$ cat config.mk
export PLATFORM = sky130hd
export DESIGN_NAME = rv_id_ex_stage
export DESIGN_NICKNAME = d
export VERILOG_FILES = /design/src/rtl/rv_id_ex_stage_pkg.sv /design/src/rtl/rv_id_ex_stage_hazard.sv /design/src/rtl/rv_id_ex_stage.sv
export SDC_FILE = /design/constraint.sdc
export NUM_CORES = 1
export LEC_CHECK = 0
export CAP_MARGIN = 40
export CORE_AREA = 2 2 146 148
export CTS_BUF_LIST = sky130_fd_sc_hd__clkbuf_16
export CTS_CLUSTER_DIAMETER = 120
export DETAILED_ROUTE_END_ITERATION = 10
export DIE_AREA = 0 0 148 150
export PLACE_DENSITY = 0.68
export SLEW_MARGIN = 40
export SYNTH_ARGS = -nofsm -noshare
export SYNTH_HDL_FRONTEND = slang
export SYNTH_SLANG_ARGS = --single-unit
$ cat constraint.sdc
create_clock -name i_clk -period 6.8 [get_ports i_clk]
set_clock_uncertainty 0.05 [all_clocks]
set_input_delay 1.02 -clock i_clk [delete_from_list [all_inputs] [get_ports i_clk]]
set_output_delay 1.02 -clock i_clk [all_outputs]
set_load 0.01 [all_outputs]
$ cat src/rtl/rv_id_ex_stage_pkg.sv
// Shared definitions for the ID/EX stage: datapath width, operand-select
// encodings, forward-select encodings and the ID/EX register layout.
`ifndef XLEN
`define XLEN 32
`endif

package rv_id_ex_stage_pkg;

  localparam int XLEN = `XLEN;

  localparam logic SRC_A_SEL_RS1 = 1'b0;
  localparam logic SRC_A_SEL_PC  = 1'b1;
  localparam logic SRC_B_SEL_RS2 = 1'b0;
  localparam logic SRC_B_SEL_IMM = 1'b1;

  localparam logic [3:0] ALU_ADD = 4'd0;
  localparam logic [3:0] ALU_SUB = 4'd1;

  typedef enum logic [1:0] {
    FWD_SEL_RF  = 2'd0,
    FWD_SEL_MEM = 2'd1,
    FWD_SEL_WB  = 2'd2
  } fwd_sel_e;

  typedef struct packed {
    logic            valid;
    logic [XLEN-1:0] pc;
    logic [4:0]      rs1_addr;
    logic [4:0]      rs2_addr;
    logic [XLEN-1:0] rs1_data;
    logic [XLEN-1:0] rs2_data;
    logic [XLEN-1:0] imm;
    logic            src_a_sel;
    logic            src_b_sel;
    logic [3:0]      alu_ctrl;
    logic [4:0]      rd_addr;
    logic            reg_wr;
    logic            mem_rd;
    logic            mem_wr;
  } id_ex_t;

  // True when a used ID source names rd; x0 never creates a dependency.
  function automatic logic reads_reg(input logic [4:0] rd,
                                     input logic [4:0] rs1, input logic rs1_used,
                                     input logic [4:0] rs2, input logic rs2_used);
    return (rd != 5'd0) &&
           ((rs1_used && (rs1 == rd)) || (rs2_used && (rs2 == rd)));
  endfunction

endpackage

$ cat src/rtl/rv_id_ex_stage_hazard.sv
// rv_hazard_unit: combinational stall and per-source forward selection.
// RV_EX_FORWARDING_EN enables the MEM bypass; without it MEM/EX producers stall.
import rv_id_ex_stage_pkg::*;

module rv_hazard_unit (
  input  logic     id_valid,
  input  logic     flush,
  input  logic [4:0] id_rs1_addr,
  input  logic [4:0] id_rs2_addr,
  input  logic     id_rs1_used,
  input  logic     id_rs2_used,
  input  logic     ex_valid,
  input  logic     ex_mem_rd,
`ifndef RV_EX_FORWARDING_EN
  input  logic     ex_reg_wr,
`endif
  input  logic [4:0] ex_rd_addr,
  input  logic [4:0] ex_rs1_addr,
  input  logic [4:0] ex_rs2_addr,
  input  logic [4:0] mem_rd_addr,
  input  logic     mem_reg_wr,
  input  logic [4:0] wb_rd_addr,
  input  logic     wb_reg_wr,
  output logic     stall,
  output fwd_sel_e fwd_a_sel,
  output fwd_sel_e fwd_b_sel
);

  logic ld_use;
  logic dep_stall;

  assign ld_use = ex_valid && ex_mem_rd &&
                  reads_reg(ex_rd_addr, id_rs1_addr, id_rs1_used, id_rs2_addr, id_rs2_used);

`ifdef RV_EX_FORWARDING_EN
  assign dep_stall = 1'b0;
`else
  assign dep_stall =
    (ex_valid && ex_reg_wr &&
     reads_reg(ex_rd_addr, id_rs1_addr, id_rs1_used, id_rs2_addr, id_rs2_used)) ||
    (mem_reg_wr &&
     reads_reg(mem_rd_addr, id_rs1_addr, id_rs1_used, id_rs2_addr, id_rs2_used));
`endif

  // A flush squashes the ID instruction, so it never needs to wait.
  assign stall = id_valid && !flush && (ld_use || dep_stall);

  // Later assignments win: MEM is younger than WB and takes priority.
  always_comb begin
    fwd_a_sel = FWD_SEL_RF;
    fwd_b_sel = FWD_SEL_RF;
    if (wb_reg_wr && (wb_rd_addr != 5'd0) && (wb_rd_addr == ex_rs1_addr)) fwd_a_sel = FWD_SEL_WB;
    if (wb_reg_wr && (wb_rd_addr != 5'd0) && (wb_rd_addr == ex_rs2_addr)) fwd_b_sel = FWD_SEL_WB;
`ifdef RV_EX_FORWARDING_EN
    if (mem_reg_wr && (mem_rd_addr != 5'd0) && (mem_rd_addr == ex_rs1_addr)) fwd_a_sel = FWD_SEL_MEM;
    if (mem_reg_wr && (mem_rd_addr != 5'd0) && (mem_rd_addr == ex_rs2_addr)) fwd_b_sel = FWD_SEL_MEM;
`endif
  end

endmodule

$ cat src/rtl/rv_id_ex_stage.sv
// ID/EX pipeline register with operand forwarding and load-use stall.
// Define RV_EX_FORWARDING_EN to enable the MEM-stage bypass.
import rv_id_ex_stage_pkg::*;

module rv_id_ex_stage (
  input  logic            i_clk,
  input  logic            i_rst,
  input  logic            i_id_valid,
  input  logic [XLEN-1:0] i_id_pc,
  input  logic [4:0]      i_id_rs1_addr,
  input  logic [4:0]      i_id_rs2_addr,
  input  logic            i_id_rs1_used,
  input  logic            i_id_rs2_used,
  input  logic [XLEN-1:0] i_id_rs1_data,
  input  logic [XLEN-1:0] i_id_rs2_data,
  input  logic [XLEN-1:0] i_id_imm,
  input  logic            i_id_src_a_sel,
  input  logic            i_id_src_b_sel,
  input  logic [3:0]      i_id_alu_ctrl,
  input  logic [4:0]      i_id_rd_addr,
  input  logic            i_id_reg_wr,
  input  logic            i_id_mem_rd,
  input  logic            i_id_mem_wr,
  input  logic [4:0]      i_mem_rd_addr,
  input  logic            i_mem_reg_wr,
  input  logic [XLEN-1:0] i_mem_alu_res,
  input  logic [4:0]      i_wb_rd_addr,
  input  logic            i_wb_reg_wr,
  input  logic [XLEN-1:0] i_wb_data,
  input  logic            i_flush,
  output logic            o_stall,
  output logic            o_ex_valid,
  output logic [XLEN-1:0] o_ex_pc,
  output logic [XLEN-1:0] o_alu_a,
  output logic [XLEN-1:0] o_alu_b,
  output logic [3:0]      o_alu_ctrl,
  output logic [XLEN-1:0] o_ex_store_data,
  output logic [4:0]      o_ex_rd_addr,
  output logic            o_ex_reg_wr,
  output logic            o_ex_mem_rd,
  output logic            o_ex_mem_wr
);

  id_ex_t   ex_q;
  id_ex_t   id_bundle;
  fwd_sel_e fwd_a_sel;
  fwd_sel_e fwd_b_sel;
  logic [XLEN-1:0] fwd_rs1;
  logic [XLEN-1:0] fwd_rs2;

  assign id_bundle = '{
    valid:     1'b1,
    pc:        i_id_pc,
    rs1_addr:  i_id_rs1_addr,
    rs2_addr:  i_id_rs2_addr,
    rs1_data:  i_id_rs1_data,
    rs2_data:  i_id_rs2_data,
    imm:       i_id_imm,
    src_a_sel: i_id_src_a_sel,
    src_b_sel: i_id_src_b_sel,
    alu_ctrl:  i_id_alu_ctrl,
    rd_addr:   i_id_rd_addr,
    reg_wr:    i_id_reg_wr,
    mem_rd:    i_id_mem_rd,
    mem_wr:    i_id_mem_wr
  };

  rv_hazard_unit u_hazard (
    .id_valid    (i_id_valid),
    .flush       (i_flush),
    .id_rs1_addr (i_id_rs1_addr),
    .id_rs2_addr (i_id_rs2_addr),
    .id_rs1_used (i_id_rs1_used),
    .id_rs2_used (i_id_rs2_used),
    .ex_valid    (ex_q.valid),
    .ex_mem_rd   (ex_q.mem_rd),
`ifndef RV_EX_FORWARDING_EN
    .ex_reg_wr   (ex_q.reg_wr),
`endif
    .ex_rd_addr  (ex_q.rd_addr),
    .ex_rs1_addr (ex_q.rs1_addr),
    .ex_rs2_addr (ex_q.rs2_addr),
    .mem_rd_addr (i_mem_rd_addr),
    .mem_reg_wr  (i_mem_reg_wr),
    .wb_rd_addr  (i_wb_rd_addr),
    .wb_reg_wr   (i_wb_reg_wr),
    .stall       (o_stall),
    .fwd_a_sel   (fwd_a_sel),
    .fwd_b_sel   (fwd_b_sel)
  );

  // Bubbles load all-zero so valid and every side-effect bit are cleared.
  always_ff @(posedge i_clk) begin
    if (i_rst) begin
      ex_q <= '0;
    end else if (i_flush || o_stall || !i_id_valid) begin
      ex_q <= '0;
    end else begin
      ex_q <= id_bundle;
    end
  end

  always_comb begin
    case (fwd_a_sel)
      FWD_SEL_MEM: fwd_rs1 = i_mem_alu_res;
      FWD_SEL_WB:  fwd_rs1 = i_wb_data;
      default:     fwd_rs1 = ex_q.rs1_data;
    endcase
    case (fwd_b_sel)
      FWD_SEL_MEM: fwd_rs2 = i_mem_alu_res;
      FWD_SEL_WB:  fwd_rs2 = i_wb_data;
      default:     fwd_rs2 = ex_q.rs2_data;
    endcase
  end

  assign o_alu_a         = (ex_q.src_a_sel == SRC_A_SEL_PC)  ? ex_q.pc  : fwd_rs1;
  assign o_alu_b         = (ex_q.src_b_sel == SRC_B_SEL_IMM) ? ex_q.imm : fwd_rs2;
  assign o_ex_store_data = fwd_rs2;
  assign o_ex_valid      = ex_q.valid;
  assign o_ex_pc         = ex_q.pc;
  assign o_alu_ctrl      = ex_q.alu_ctrl;
  assign o_ex_rd_addr    = ex_q.rd_addr;
  assign o_ex_reg_wr     = ex_q.reg_wr;
  assign o_ex_mem_rd     = ex_q.mem_rd;
  assign o_ex_mem_wr     = ex_q.mem_wr;

endmodule

==> changes_impl.md, run 1 <==
### Changed

- Worst Path Class, Setup: input pin to output port
- Ys Warns: 0
- Peak per-stage delay on the critical path: between 500 and 600 ps
- Setup TNS: 0 ps
- Cts hold-fix bufs: 0
- Fin nets: 1156
- Crit path from: i_wb_rd_addr[1]
- Family with the most delay on the worst path: buffers and inverters
- Fill count: 1945
- Syn nets: 869
- Int Pwr: between 1500 and 2000 µW
- RSZ-0062 raised after global routing: no
- Number of logged tool warnings: about 58
- Status: finished, final reports clean
- Max-slew violation count: 0
- Total Wirelength: just under 20 mm
- Cell Rows: 53
- Fraction of layout cells with a size suffix above 1: between 10 and 15%
- Mapped Area: ~6400 µm²
- Hold Path Stages: 2
- Die extent in y: about 150 µm
- Final global-route overflow total: 0
- Clock network fraction of total power: between 40 and 50%
- Top cells excl fill/tap: 343 x clkdlybuf4s50_1, 152 x and2_1, 151 x dfxtp_1
==> run 1: synth_stat cells (all sizes together) <==
cell    number
xor2         8
or2          1
nand3        1
nor2b       32
and4         1
a21oi       65
or4          2
mux2        64
a221oi       1
nor2         3
o21a         2
o22ai        2
nand2b       1
a22oi        1
nand4        4
and2       152
nor3         3
clkbuf      28
and3         1
nand2       36
buf         51
xnor2       22
o21ai        1
dfxtp      153
==> run 1: how the worst max path moves through the flow <==
stage	end	slack, ps
2_1_floorplan	o_alu_b[11]	2990
3_3_place_gp	o_alu_b[0]	1580
3_5_place_dp	o_alu_b[0]	1550
4_1_cts	o_alu_b[0]	1540
5_1_grt	o_alu_b[0]	1440
6_report	o_alu_b[0]	1610
==> run 1: power groups by stage <==
stage	registers [µW]	logic, µW	clock network [µW]
CTS	934	294	1060
floorplan	948	106	0
finish	934	291	1030
detailed placement	954	293	0
global route	936	313	1100
global placement	954	290	0
==> run 1: metal layers <==
metal,share of wire [%],GRT usage [%]
met1,41,19.30
met2,49,29.47
met3,8.0,6.250
met4,2.0,5.667
met5,0,0
==> run 1: stage by stage <==
stage / util [%] / std cells / worst slack (ps) / hold WS [ps] / cell area, µm²
floorplan: - / 635 / 2987 / 890.4 / 6427
global placement: 47.14 / 1178 / 1584 / 1278 / 9753
detailed placement: 47.19 / 1178 / 1553 / 1304 / 9763
CTS: 50.31 / 1210 / 1545 / 1080 / 10410
global route: 50.34 / 1211 / 1439 / 1094 / 10420
finish: 50.34 / 1211 / 1612 / 1104 / 10420
==> run 1: kinds of logic (layout without fill, tap and decap cells) <==
logic type / after synthesis / in the layout / share of synthesized area (%)
simple gates: 237 / 237 / 21.57
mux: 64 / 64 / 12.96
buf+inv: 79 / 379 / 7.806
flops: 153 / 153 / 47.65
xor+xnor: 30 / 30 / 4.088
compound gates: 72 / 72 / 5.918
other cells: 0 / 1 / 0
==> run 1: registers in the layout, summed over array words and instances (netlist names) <==
signal / count
ex_q: 108
o_ex_pc: 32
o_ex_rd_addr: 5
o_alu_ctrl: 4
o_ex_mem_rd: 1
o_ex_mem_wr: 1
o_ex_reg_wr: 1
o_ex_valid: 1
==> run 1: cell type report <==
class | count | share of cell area [%]
clock buffer | 18 | 4.325
antenna | 1 | 0.02403
clock inverter | 14 | 1.874
timing repair buffer | 347 | 33.25
sequential | 153 | 29.46
tap | 275 | 3.304
multi-input combinational | 403 | 27.76
run_1/metal_stack.png
Drawn at 3 px/µm.
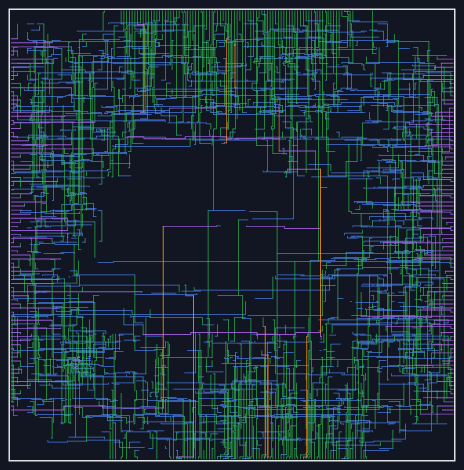
| layer | color | wire length |
|---|---|---|
| met3 | purple | 1540 µm |
| met4 | orange | 379 µm |
| met2 | green | 9530 µm |
| met1 | blue | 7890 µm |

run_1/pdn.png
Drawn at 2 px/µm. Pins as bars on the die edge.
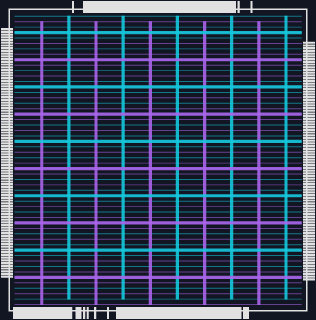
| net | color |
|---|---|
| VDD | cyan |
| VSS | purple |
met1 rails: 54
rows: 53

run_1/clock_map.png
Drawn at 2 px/µm.
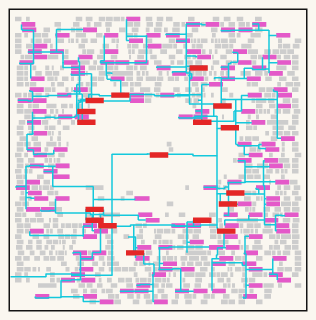
[clock wires] cyan | length: 2150 µm
[cells driving clock nets] red | count: 17
[flip-flops] magenta | count: 153
flops lie: spread over the die

run_1/gate_families.png
Drawn at 2 px/µm.
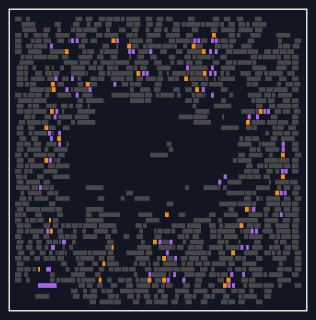
| family | color | cells | where |
|---|---|---|---|
| inverting AOI/OAI gates | purple | 70 | spread over the die |
| NOR gates | orange | 38 | spread over the die |

run_1/final_clocks.png
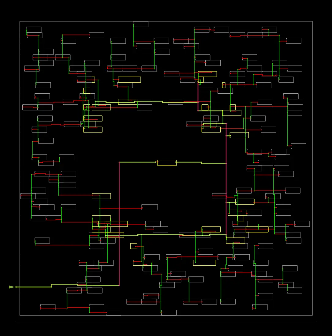

## Run 2: what changed since run 1
- clock period: 6.8 -> 4.9 ns (I/O delays scaled with it)
run_2/final_clocks.png
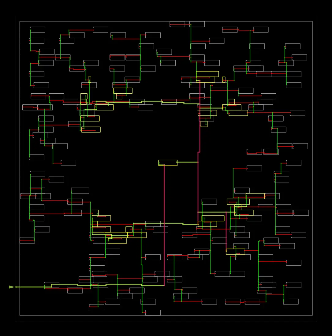
Flop Count: 153
CLK BUF: 17
clk sinks: 153

run_2/gate_families.png
Drawn at 2 px/µm.
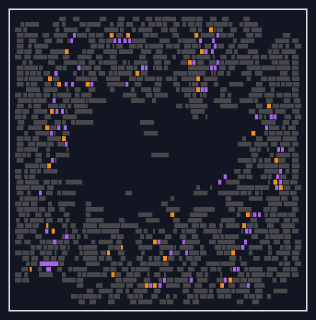
| family | color | cells | where |
|---|---|---|---|
| NOR gates | orange | 38 | spread over the die |
| inverting AOI/OAI gates | purple | 70 | spread over the die |

==> run 2 against run 1 <==
  * Sequential cell count unchanged
  * Die size unchanged
  * Synthesized cell count unchanged
  * Register-to-register slack worse by 1800 ps
  * Sequential share of layout area about the same
  * Utilization up 0.12 points
  * Combinational power up 38%
  * Largest cell class unchanged
==> changes_impl.md, run 2 <==
### Changed

- Status: finished, final reports clean (unchanged)
- Number of logged tool warnings: 58 (unchanged)
- Commonest cells post-synth: 153 x dfxtp_1, 152 x and2_1, 65 x a21oi_1 (unchanged)
- Synth unique cells: 30 (unchanged)
- Detailed-route via count: 5184 (was 5145)
- Net Sw Frac: 22.34% (was 22.12%)
- Ys flop type: dfxtp_1 (unchanged)
- Top reg by flops: ex_q (unchanged)
- Wire per inst: 15.88 µm (was 15.97 µm)
- Largest register FFs: 108 (unchanged)
- HPWL after DPL: 14.26 mm (was 14.31 mm)
- Final global-route overflow total: 0 (unchanged)
- Synth async-reset ratio: 0% (unchanged)
- Worst Path Class, Setup: input pin to output port (unchanged)
- Die extent in y: 150 µm (unchanged)
- Count leader, synth: dfxtp_1 (unchanged)
- Max-slew violation count: 0 (unchanged)
- Syn nets: 869 (unchanged)
- Total Wirelength: 19.26 mm (was 19.34 mm)
- Fraction of layout cells with a size suffix above 1: 11.42% (was 11.23%)
- RSZ-0062 raised after global routing: no (unchanged)
- Seq pwr share: 41.8% (was 41.3%)
- Max Cap Violations: 0 (unchanged)
- Arrival @ worst endpoint: 3680 ps (was 4120 ps)
- Ys Warns: 0 (unchanged)
- Clock network fraction of total power: 45.3% (was 45.8%)
- # placed instances: 1180 (was 1178)
- Int Pwr: 2411 µW (was 1760 µW)
- Top cells excl fill/tap: 343 x clkdlybuf4s50_1, 152 x and2_1, 151 x dfxtp_1 (unchanged)
- Cell Rows: 53 (unchanged)
- Post-synth EDFFs: 0 (unchanged)
- Setup TNS: 0 ps (unchanged)
- Sequential element share of the synthesized area: 47.65% (unchanged)
- Fill count: 1910 (was 1945)
- Area leader share: 47.65% (unchanged)
- Fin nets: 1158 (was 1156)
- Mapped Area: 6427 µm² (unchanged)
- Cts hold-fix bufs: 0 (unchanged)
- Final non-filler cell total: 1213 (was 1211)
run_2/pdn.png
Drawn at 2 px/µm. Pins as bars on the die edge.
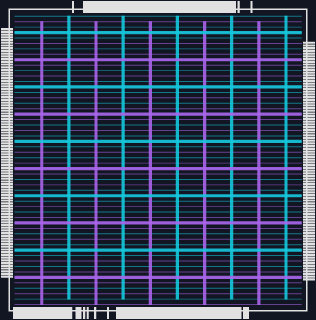
| net | color |
|---|---|
| VDD | cyan |
| VSS | purple |
met4 straps: 10
rows: 53
met5 straps: 10
signal pins: 376
met1 rails: 54

## run 2: power by group through the flow
stage | Sequential [µW] | Clock, µW | Combinational (µW)
2_1_floorplan | 1320 | 0 | 147
6_report | 1300 | 1400 | 402
3_3_place_gp | 1330 | 0 | 403
4_1_cts | 1300 | 1450 | 407
5_1_grt | 1300 | 1500 | 433
3_5_place_dp | 1330 | 0 | 405
## run 2: kinds of logic after synthesis
| family | count (synthesis) | synth area share [%] |
|---|---|---|
| xor gates and xnor gates | 30 | 4.088 |
| DFF | 153 | 47.65 |
| buffers and inverters | 79 | 7.806 |
| and+or+nand+nor | 237 | 21.57 |
| muxes | 64 | 12.96 |
| AOI/OAI and AO/OA | 72 | 5.918 |
## run 2: worst paths after layout
check | endpoint | start | cells after the start
setup reg to reg | ex_q[26] | o_ex_rd_addr[0] | 6
setup / recovery | o_alu_b[19] | i_wb_rd_addr[4] | 8
hold reg to reg | o_ex_valid | o_ex_valid | 4
hold / removal | ex_q[12] | i_id_src_b_sel | 2
## run 2: per-layer routing
layer	vias to the layer above	global-route usage [%]	wire, µm
met4	0	5.714	291
met5	-	0	0
li1	2591	-	-
met1	2352	18.75	7659
met2	220	29.79	9725
met3	21	6.555	1581
## run 2: worst max-delay path, stage by stage
cell and delay [ps]:
clkdlybuf4s50_1 480, or4_1 540, o21a_1 210, and4_2 360, buf_12 250, mux2_4 320, mux2_2 260, clkdlybuf4s50_1 490
## run 2: cell type report
| type | count | area [µm²] | area share (%) |
|---|---|---|---|
| Timing Repair Buffer | 349 | 3516 | 33.68 |
| Sequential cell | 153 | 3070 | 29.41 |
| Multi-Input combinational cell | 403 | 2880 | 27.59 |
| Clock buffer | 17 | 425.4 | 4.075 |
| Tap cell | 275 | 344.1 | 3.296 |
| Clock inverter | 15 | 201.4 | 1.930 |
| Antenna cell | 1 | 2.502 | 0.02397 |
## run 2: through the flow
step | area (µm²) | hold WS [ps] | total power (µW) | utilization [%] | setup slack [ps]
floorplan | 6427 | 806.7 | 1463 | - | 1657
global placement | 9806 | 1233 | 1728 | 47.39 | 439.0
detailed placement | 9811 | 1237 | 1731 | 47.42 | 428.1
CTS | 10440 | 794.9 | 3152 | 50.45 | 424.3
global route | 10440 | 792.2 | 3230 | 50.46 | 334.9
finish | 10440 | 821.5 | 3104 | 50.46 | 432.1
run_2/metal_stack.png
Drawn at 3 px/µm.
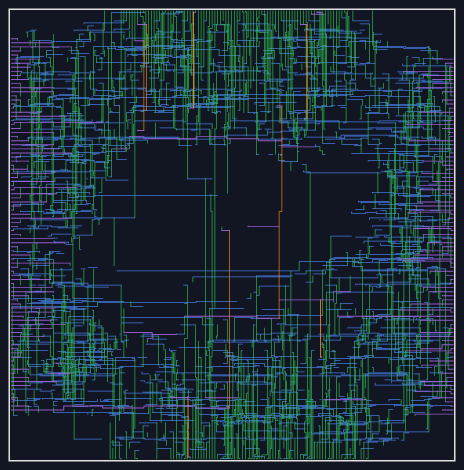

## Run 3: what changed since run 2
- PLACE_DENSITY: 0.68 -> 0.8
- RECOVER_POWER: default -> 100
run_3/metal_stack.png
Drawn at 3 px/µm.
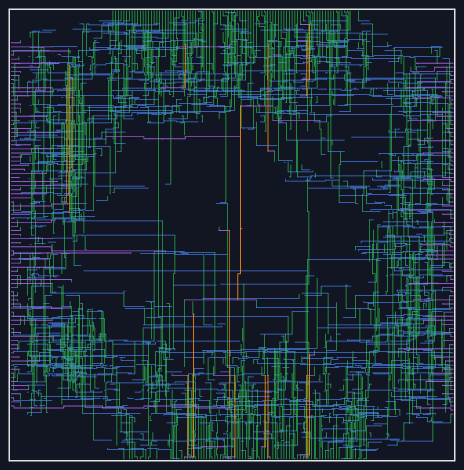
| layer | color | wire length |
|---|---|---|
| met1 | blue | 7600 µm |
| met3 | purple | 1270 µm |
| met2 | green | 9710 µm |
| met4 | orange | 543 µm |

run_3/pdn.png
Drawn at 2 px/µm. Pins as bars on the die edge.
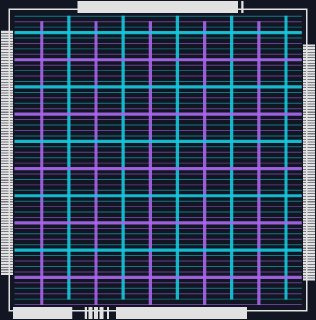
| net | color |
|---|---|
| VSS | purple |
| VDD | cyan |
met4 straps: 10
signal pins: 376
met1 rails: 54

==> run 3 against run 2 <==
  * The run now ends with max-capacitance violations, max-slew violations left
  * Critical endpoint is now o_alu_a[5]
  * Utilization fell by 0.27 points
  * Register-to-register slack got worse by 1400 ps
  * Synthesized area did not move
  * Sequential cell count did not move
  * Hold slack improved by 11 ps
  * Combinational power fell by 4%
  * Sequential power barely moved
  * Clock power barely moved
  * Total power fell by 0.99%
  * Cell area fell by 0.53%
  * Worst setup slack got worse by 13 ps
==> changes_impl.md, run 3 <==
### Changed

- Status: finished, violations left (was finished, final reports clean)
- Post-Synth Simple-Gate Area: 21.57% (unchanged)
- Adder Share, Synth: 0% (unchanged)
- Post-synth EDFFs: 0 (unchanged)
- # placed instances: 1180 (unchanged)
- Max-slew violation count: 77 (was 0)
- Ys Warns: 0 (unchanged)
- Area leader share: 47.65% (unchanged)
- Mapped Area: 6427 µm² (unchanged)
- Max Cap Violations: 1 (was 0)
- Die extent in y: 150 µm (unchanged)
- Failing checks: max-capacitance violations, max-slew violations
- Synth unique cells: 30 (unchanged)
- Total Wirelength: 19.13 mm (was 19.26 mm)
- Xor+xnor area frac: 4.088% (unchanged)
- Largest register FFs: 108 (unchanged)
- ANT cells: 0 (was 1)
- Syn nets: 869 (unchanged)
- Fill count: 1870 (was 1910)
- Overall Power: 3074 µW (was 3104 µW)
- Wire per inst: 15.78 µm (was 15.88 µm)
- Cell Rows: 53 (unchanged)
run_3/gate_families.png
Drawn at 2 px/µm.
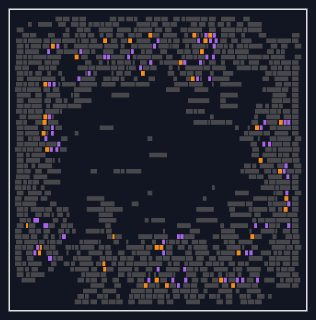
| family | color | cells | where |
|---|---|---|---|
| NOR gates | orange | 38 | spread over the die |
| inverting AOI/OAI gates | purple | 70 | spread over the die |

==> run 3: cells by family (layout without fill, tap and decap cells) <==
| kind of cell | Yosys count | after routing |
|---|---|---|
| XOR/XNOR | 30 | 30 |
| flip-flops | 153 | 153 |
| buffers and inverters | 79 | 381 |
| AND-OR/OR-AND | 72 | 72 |
| multiplexers | 64 | 64 |
| AND/OR/NAND/NOR | 237 | 237 |
==> run 3: where the power goes <==
group / switching, µW / internal (µW)
Sequential: 17.7 / 1280
Clock: 513 / 878
Combinational: 127 / 260
==> run 3: metrics by stage <==
stage	instance area, µm²	setup WS (ps)	hold WS (ps)
finish	10390	419.1	832.5
global route	10390	195.2	810.3
CTS	10410	550.8	803.2
detailed placement	9783	565.3	1184
global placement	9781	572.6	1187
floorplan	6427	1657	806.7
==> run 3: layout make-up <==
type / instances / area [µm²] / share of cell area [%]
Clock inverter: 14 / 177.7 / 1.711
Sequential cell: 153 / 3068 / 29.54
Tap cell: 275 / 344.1 / 3.313
Timing Repair Buffer: 349 / 3482 / 33.53
Clock buffer: 18 / 450.4 / 4.337
Multi-Input combinational cell: 403 / 2863 / 27.57
==> run 3: routing by layer <==
layer  vias up  part of all wire (%)  global-route usage (%)
met4         0                   2.8                   7.143
met2       224                    51                   29.77
met5         -                     0                       0
met3        34                   6.6                   5.488
met1      2353                    40                   18.47
li1       2592                     -                       -
==> run 3: final timing paths <==
kind	start	to	depth (start not counted)
worst max-delay path	i_wb_rd_addr[3]	o_alu_a[5]	8
worst min-delay path	i_id_rd_addr[1]	o_ex_rd_addr[1]	2
worst min register to register	o_ex_reg_wr	ex_q[113]	5
worst max register to register	o_ex_rd_addr[3]	o_ex_pc[25]	6
==> run 3: critical path, cell delays in order <==
cell             delay, ps
clkdlybuf4s50_1        480
xor2_1                 190
nor3_1                 330
and3_2                 580
clkbuf_2               450
a21oi_1                140
a21oi_1                160
dlygate4sd3_1          630
Power is estimated from default activity; no workload was simulated.
